## config.mk

```make
export PLATFORM = sky130hd
export DESIGN_NAME = byte_stream_serializer_flat
export DESIGN_NICKNAME = d
export VERILOG_FILES = /design/src/rtl/serializer_pkg.sv /design/src/rtl/byte_stream_serializer_if.sv /design/src/rtl/byte_fifo.sv /design/src/rtl/byte_stream_serializer.sv /design/src/flat_wrapper.sv
export SDC_FILE = /design/constraint.sdc
export NUM_CORES = 1
export LEC_CHECK = 0
export CAP_MARGIN = 0
export CORE_UTILIZATION = 40
export CTS_BUF_LIST = sky130_fd_sc_hd__clkbuf_8
export CTS_CLUSTER_DIAMETER = 150
export DETAILED_ROUTE_END_ITERATION = 8
export GPL_TIMING_DRIVEN = 0
export PLACE_DENSITY_LB_ADDON = 0.3
export REMOVE_ABC_BUFFERS = 1
export SYNTH_ARGS = -nofsm -noshare
export SYNTH_HDL_FRONTEND = slang
export SYNTH_SLANG_ARGS = --single-unit
```

## constraint.sdc

```tcl
create_clock -name clk -period 8.2 [get_ports clk]
set_clock_uncertainty 0.2 [all_clocks]
set_input_delay 1.64 -clock clk [delete_from_list [all_inputs] [get_ports clk]]
set_output_delay 1.64 -clock clk [all_outputs]
set_load 0.03 [all_outputs]
```

## src/rtl/serializer_pkg.sv

```systemverilog
// serializer_pkg: shared sizing and FSM state type for the byte stream serializer
package serializer_pkg;
  localparam int DATA_W = 8;
  localparam int DEPTH = 4;
  localparam int CNT_W = 8;
  localparam int PTR_W = $clog2(DEPTH);
  localparam int OCC_W = PTR_W + 1;
  localparam int BIT_W = $clog2(DATA_W);
  typedef enum logic {IDLE, SHIFT} state_t;
endpackage

```

## src/rtl/byte_stream_serializer_if.sv

```systemverilog
// byte_stream_serializer_if: byte push side, serial bit side and status of the serializer
interface byte_stream_serializer_if;
  import serializer_pkg::*;
  logic [DATA_W-1:0] in_data;
  logic in_valid;
  logic out_ready;
  logic out_bit;
  logic out_valid;
  logic out_first;
  logic full;
  logic [CNT_W-1:0] overflow_cnt;
  modport master (
    output in_data, in_valid, out_ready,
    input out_bit, out_valid, out_first, full, overflow_cnt
  );
  modport slave (
    input in_data, in_valid, out_ready,
    output out_bit, out_valid, out_first, full, overflow_cnt
  );
endinterface

```

## src/rtl/byte_fifo.sv

```systemverilog
// byte_fifo: DEPTH-entry byte FIFO with occupancy count and registered full flag
module byte_fifo
  import serializer_pkg::*;
(
  input  logic              clk,
  input  logic              rst,
  input  logic              push,
  input  logic              pop,
  input  logic [DATA_W-1:0] wrData,
  output logic [DATA_W-1:0] rdData,
  output logic              full,
  output logic              empty
);
  logic [DATA_W-1:0] mem [DEPTH];
  logic [PTR_W-1:0] wrPtr, rdPtr;
  logic [OCC_W-1:0] count, countNext;
  assign countNext = count + OCC_W'(push) - OCC_W'(pop);
  assign rdData = mem[rdPtr];
  assign empty = count == '0;
  always_ff @(posedge clk or posedge rst)
    if (rst) begin
      wrPtr <= '0;
      rdPtr <= '0;
      count <= '0;
      full <= 1'b0;
    end else begin
      if (push) wrPtr <= wrPtr + 1'b1;
      if (pop) rdPtr <= rdPtr + 1'b1;
      count <= countNext;
      full <= countNext == OCC_W'(DEPTH);
    end
  always_ff @(posedge clk)
    if (push) mem[wrPtr] <= wrData;
endmodule

```

## src/rtl/byte_stream_serializer.sv

```systemverilog
// byte_stream_serializer: buffers pushed bytes and shifts them out MSB-first on a valid/ready bit stream,
// counting pushes dropped while the FIFO is full
module byte_stream_serializer
  import serializer_pkg::*;
(
  input logic clk,
  input logic rst,
  byte_stream_serializer_if.slave bus
);
  state_t state;
  logic [DATA_W-1:0] shiftReg, headData;
  logic [BIT_W-1:0] bitCnt;
  logic [CNT_W-1:0] ovfCnt;
  logic fifoFull, fifoEmpty, push, pop, accept, lastBit;
  assign accept = state == SHIFT && bus.out_ready;
  assign lastBit = accept && bitCnt == '0;
  // reload on the last accepted bit so consecutive bytes leave no bubble
  assign pop = !fifoEmpty && (state == IDLE || lastBit);
  assign push = bus.in_valid && (!fifoFull || pop);
  byte_fifo u_fifo (
    .clk(clk),
    .rst(rst),
    .push(push),
    .pop(pop),
    .wrData(bus.in_data),
    .rdData(headData),
    .full(fifoFull),
    .empty(fifoEmpty)
  );
  always_ff @(posedge clk or posedge rst)
    if (rst) begin
      state <= IDLE;
      shiftReg <= '0;
      bitCnt <= '0;
      ovfCnt <= '0;
    end else begin
      if (pop) begin
        shiftReg <= headData;
        bitCnt <= BIT_W'(DATA_W - 1);
        state <= SHIFT;
      end else if (accept) begin
        shiftReg <= {shiftReg[DATA_W-2:0], 1'b0};
        bitCnt <= bitCnt - 1'b1;
        state <= lastBit ? IDLE : SHIFT;
      end
      if (bus.in_valid && !push && ovfCnt != '1) ovfCnt <= ovfCnt + 1'b1;
    end
  assign bus.out_valid = state == SHIFT;
  assign bus.out_bit = shiftReg[DATA_W-1];
  assign bus.out_first = state == SHIFT && bitCnt == BIT_W'(DATA_W - 1);
  assign bus.full = fifoFull;
  assign bus.overflow_cnt = ovfCnt;
endmodule

```

## src/flat_wrapper.sv

```systemverilog
// flat-port wrapper written by rule: the top's interface ports become plain ports
module byte_stream_serializer_flat import serializer_pkg::*;
  (clk, rst, bus_in_data, bus_in_valid, bus_out_ready, bus_out_bit, bus_out_valid, bus_out_first, bus_full, bus_overflow_cnt);
  byte_stream_serializer_if bus_i ();
  input logic clk;
  input logic rst;
  input wire logic [$bits(bus_i.in_data)-1:0] bus_in_data;
  input wire logic [$bits(bus_i.in_valid)-1:0] bus_in_valid;
  input wire logic [$bits(bus_i.out_ready)-1:0] bus_out_ready;
  output wire logic [$bits(bus_i.out_bit)-1:0] bus_out_bit;
  output wire logic [$bits(bus_i.out_valid)-1:0] bus_out_valid;
  output wire logic [$bits(bus_i.out_first)-1:0] bus_out_first;
  output wire logic [$bits(bus_i.full)-1:0] bus_full;
  output wire logic [$bits(bus_i.overflow_cnt)-1:0] bus_overflow_cnt;
  assign bus_i.in_data = bus_in_data;
  assign bus_i.in_valid = bus_in_valid;
  assign bus_i.out_ready = bus_out_ready;
  assign bus_out_bit = bus_i.out_bit;
  assign bus_out_valid = bus_i.out_valid;
  assign bus_out_first = bus_i.out_first;
  assign bus_full = bus_i.full;
  assign bus_overflow_cnt = bus_i.overflow_cnt;
  byte_stream_serializer u_core (.clk(clk), .rst(rst), .bus(bus_i));
endmodule
```

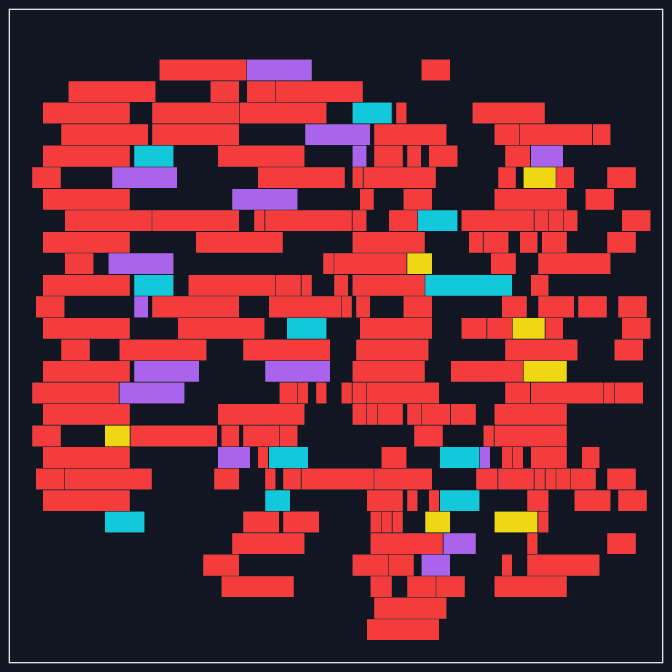
*Drive-strength map, run 1*
size	color	cells	share
x3 and x4	yellow	7	3.4%
x1 and smaller	red	170	84%
x2	purple	15	7.4%
x6 and larger	cyan	11	5.4%

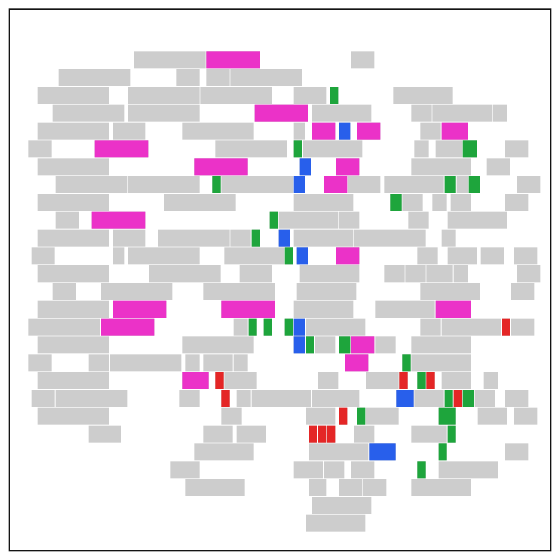
*Gate families picked out, run 1*
family	color	cells	most used
mux cells	magenta	18	mux4_2
inv cells	red	10	inv_1
aoi and oai cells	blue	9	o21ai_0
nand cells	green	24	nand2_1

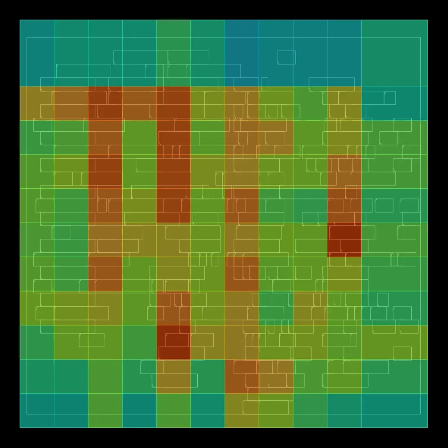
*Track usage over the die, run 1*
WL/cell: 15.5 um
GRT Util Overall: 16.0%
grt peak-use layer: met2
met2 GRT Util: 25.8%

==> flow_metrics.py, run 1 <==
# Physical implementation metrics
metrics = {
    "worst_setup_path": {
        "slowest_stage": "clkdlybuf4s50_1",
        "cpPeakStageDelay_ns": 0.50,
        "critPathBufInv": 3,
        "cp_num_cells": 12,
        "r2r_slack_ns": 5.02,
        "reg2regPathDepth": 13,
        "path_max_fanout": 7,
        "cp.required_ns": 8.25,
        "path_delay_family": "adder cells",
        "r2r-start": "u_core.bitCnt[0]",
        "path_class": "in -> reg",
        "cp-end-kind": "flip-flop",
    },
    "synthesis": {
        "syn_inst": 170,
        "yosys-top-cells-count": "edfxtp_1, dfrtp_1, nand2_1",
        "simple_gate_area_share_pct": 9.15,
        "flop_cell": "edfxtp_1",
        "yosysWarningCount": 0,
        "mux_share_pct": 11.1,
        "synthAdderAreaFrac_pct": 5.61,
        "async_flop_share_pct": 46.7,
        "yosysUniqueCellTypes": 33,
        "xor_share_pct": 4.40,
        "top_cell_area_share_pct": 37.2,
        "ys_sh_aoi_pct": 2.66,
        "synth_top_cell_by_area": "edfxtp_1",
        "ys_seq_share_pct": 64.3,
    },
    "global_routing": {
        "overflow": 0,
        "antenna_found_initial": 0,
    },
    "clock_network": {
        "htree_levels": 3,
        "cts_tree": "built",
        "numCtsBuffers": 9,
        "clk_pin_slew_ns": 0.07,
        "holdBufCountCts": 0,
        "post_cts_buffers": 0,
        "clock_latency_ns": 0.34,
    },
    "power_and_ir_drop": {
        "power.group.top": "sequential cells",
        "pg_clk_mw": 0.262,
        "sequentialPower_mw": 0.472,
        "pg_comb_mw": 0.290,
        "clockPowerShare_pct": 25.6,
        "p_int_mw": 0.693,
    },
    "drt": {
        "wl_met2_um": 2200,
        "first_pass_iters": 4,
        "vias": 1419,
        "drt_iter0_markers": 65,
        "vias_per_cell": 5.10,
        "wl_met3_um": 184,
    },
    "floorplanning": {
        "die_height_um": 82.4,
        "tap-cell-count": 75,
        "coreArea_um2": 6060,
        "die_w_um": 82.4,
        "io_pins": 24,
    },
    "sta": {
        "hold_ws_ns": 0.309,
        "finalClockPeriodUsage_pct": 52.8,
        "final.min_clock_period_ns": 4.33,
        "hold_violations": 0,
    },
    "final_layout": {
        "dominant_cells": "sequential cells",
        "nets": 221,
        "combGateArea_um2": 852,
        "multi_input_comb_cells": 94,
        "diodes": 0,
        "nonClkBufAreaFrac_pct": 7.49,
        "lay_top_count": "edfxtp_1",
        "fill_cells": 515,
        "fin_util_pct": 50.7,
        "area_growth_pct": 18.9,
        "regMostFlops": "u_core.u_fifo.mem",
    },
    "worst_hold_path": {
        "worstHoldPathType": "reg -> reg",
        "holdPathEnd": "u_core.bus.out_valid",
        "holdCritStartpoint": "u_core.u_fifo.count[0]",
    },
    "run": {
        "cap_violations": 0,
        "warnings": 30,
    },
    "outcome": {
        "status": "completed",
    },
    "place": {
        "numPortBuffers": 23,
        "place_inst": 262,
        "pre_cts_slack_ns": 3.53,
    },
}
### Sequential cells colored by netlist name, run 1

Scale bar: 20 um. Other sequential cells in the stronger gray, the rest of the logic in the fainter gray.
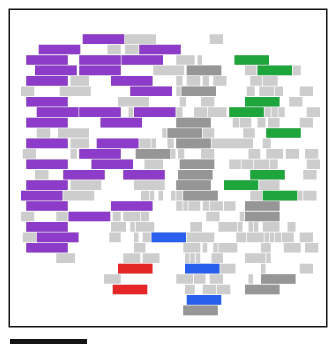

==> run 2: changes to the inputs <==
clock period = 3.45 ns   (was 8.2 ns; I/O delays follow)
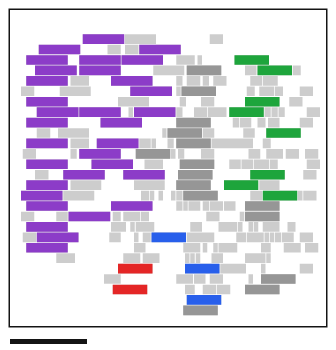
*Sequential cells colored by netlist name, run 2*
Scale bar: 20 um. Other sequential cells in the stronger gray, the rest of the logic in the fainter gray.
netlist name	color	placed flops
u_core.bus.overflow_cnt	green	8
u_core.u_fifo.mem	purple	32
u_core.u_fifo.wrPtr	red	2
u_core.u_fifo.count	blue	3
not colored	15

==> run 2 against run 1 <==
  * Clock power grew 140%
  * Sequential share of layout area down 0.13 points
  * Clock-buffer cell count unchanged
  * Non-clock buffer count unchanged
  * Synthesized area is the same
  * Total power grew 140%
==> flow_metrics.py, run 2 <==
# Physical implementation metrics
metrics = {
    "outcome": {
        "status": "completed",
    },
    "synthesis": {
        "syn_inst": 170,
        "simple_gate_area_share_pct": 9.15,
        "mux_share_pct": 11.1,
        "ys_sh_aoi_pct": 2.66,
        "yosysUniqueCellTypes": 33,
        "ys_cells": 170,
        "ys_seq_share_pct": 64.3,
        "xor_share_pct": 4.40,
        "yosysWarningCount": 0,
        "flop_cell": "edfxtp_1",
        "synth_top_cell_by_area": "edfxtp_1",
        "yosys-top-cells-count": "edfxtp_1, dfrtp_1, nand2_1",
        "synthAdderAreaFrac_pct": 5.61,
        "async_flop_share_pct": 46.7,
    },
    "global_routing": {
        "busiest_layer": "met2",
        "overflow": 0,
        "grt_usage_pct": 16.0,
        "met2_usage_pct": 25.8,
        "antenna_found_initial": 0,
    },
    "sta": {
        "hold_violations": 0,
        "hold_ws_ns": 0.310,
        "finalClockPeriodUsage_pct": 95.4,
        "final.min_clock_period_ns": 3.29,
    },
    "drt": {
        "first_pass_iters": 4,
        "wl_met2_um": 2200,
        "vias": 1416,
        "drt_iter0_markers": 69,
        "wl_per_cell_um": 15.5,
        "vias_per_cell": 5.09,
    },
    "power_and_ir_drop": {
        "p_leak_nw": 1.26,
        "sequentialPower_mw": 1.12,
        "power_mw": 2.44,
        "seqPwrFrac_pct": 46.0,
        "p_int_mw": 1.65,
        "clockPowerShare_pct": 25.6,
        "power.group.top": "sequential cells",
        "pg_clk_mw": 0.623,
    },
    "final_layout": {
        "diodes": 0,
        "fill_cells": 513,
        "nonClkBufAreaFrac_pct": 7.47,
        "lay_top_count": "edfxtp_1",
        "area_growth_pct": 19.2,
        "fin_util_pct": 50.8,
        "combGateArea_um2": 860,
        "regMostFlops": "u_core.u_fifo.mem",
        "nets": 221,
        "dominant_cells": "sequential cells",
    },
    "worst_hold_path": {
        "holdPathEnd": "u_core.bus.out_valid",
        "holdCritStartpoint": "u_core.u_fifo.count[0]",
        "worstHoldPathType": "reg -> reg",
    },
    "floorplanning": {
        "die_w_um": 82.4,
        "tap-cell-count": 75,
        "die_height_um": 82.4,
        "coreArea_um2": 6060,
    },
    "clock_network": {
        "numCtsBuffers": 9,
        "clk_pin_slew_ns": 0.07,
        "htree_levels": 3,
        "cts_tree": "built",
        "post_cts_buffers": 0,
    },
    "worst_setup_path": {
        "slowest_stage": "clkdlybuf4s50_1",
        "r2r_slack_ns": 0.36,
        "cpPeakStageDelay_ns": 0.50,
        "r2r-start": "u_core.bitCnt[0]",
        "reg2regPathDepth": 13,
        "cp_num_cells": 12,
        "path_delay_family": "adder cells",
        "path_class": "in -> reg",
    },
    "run": {
        "cap_violations": 0,
    },
    "place": {
        "place_inst": 262,
        "numPortBuffers": 23,
        "pre_cts_slack_ns": -0.274,
    },
}
No activity file was given, so power comes from the tool's default toggle rates.
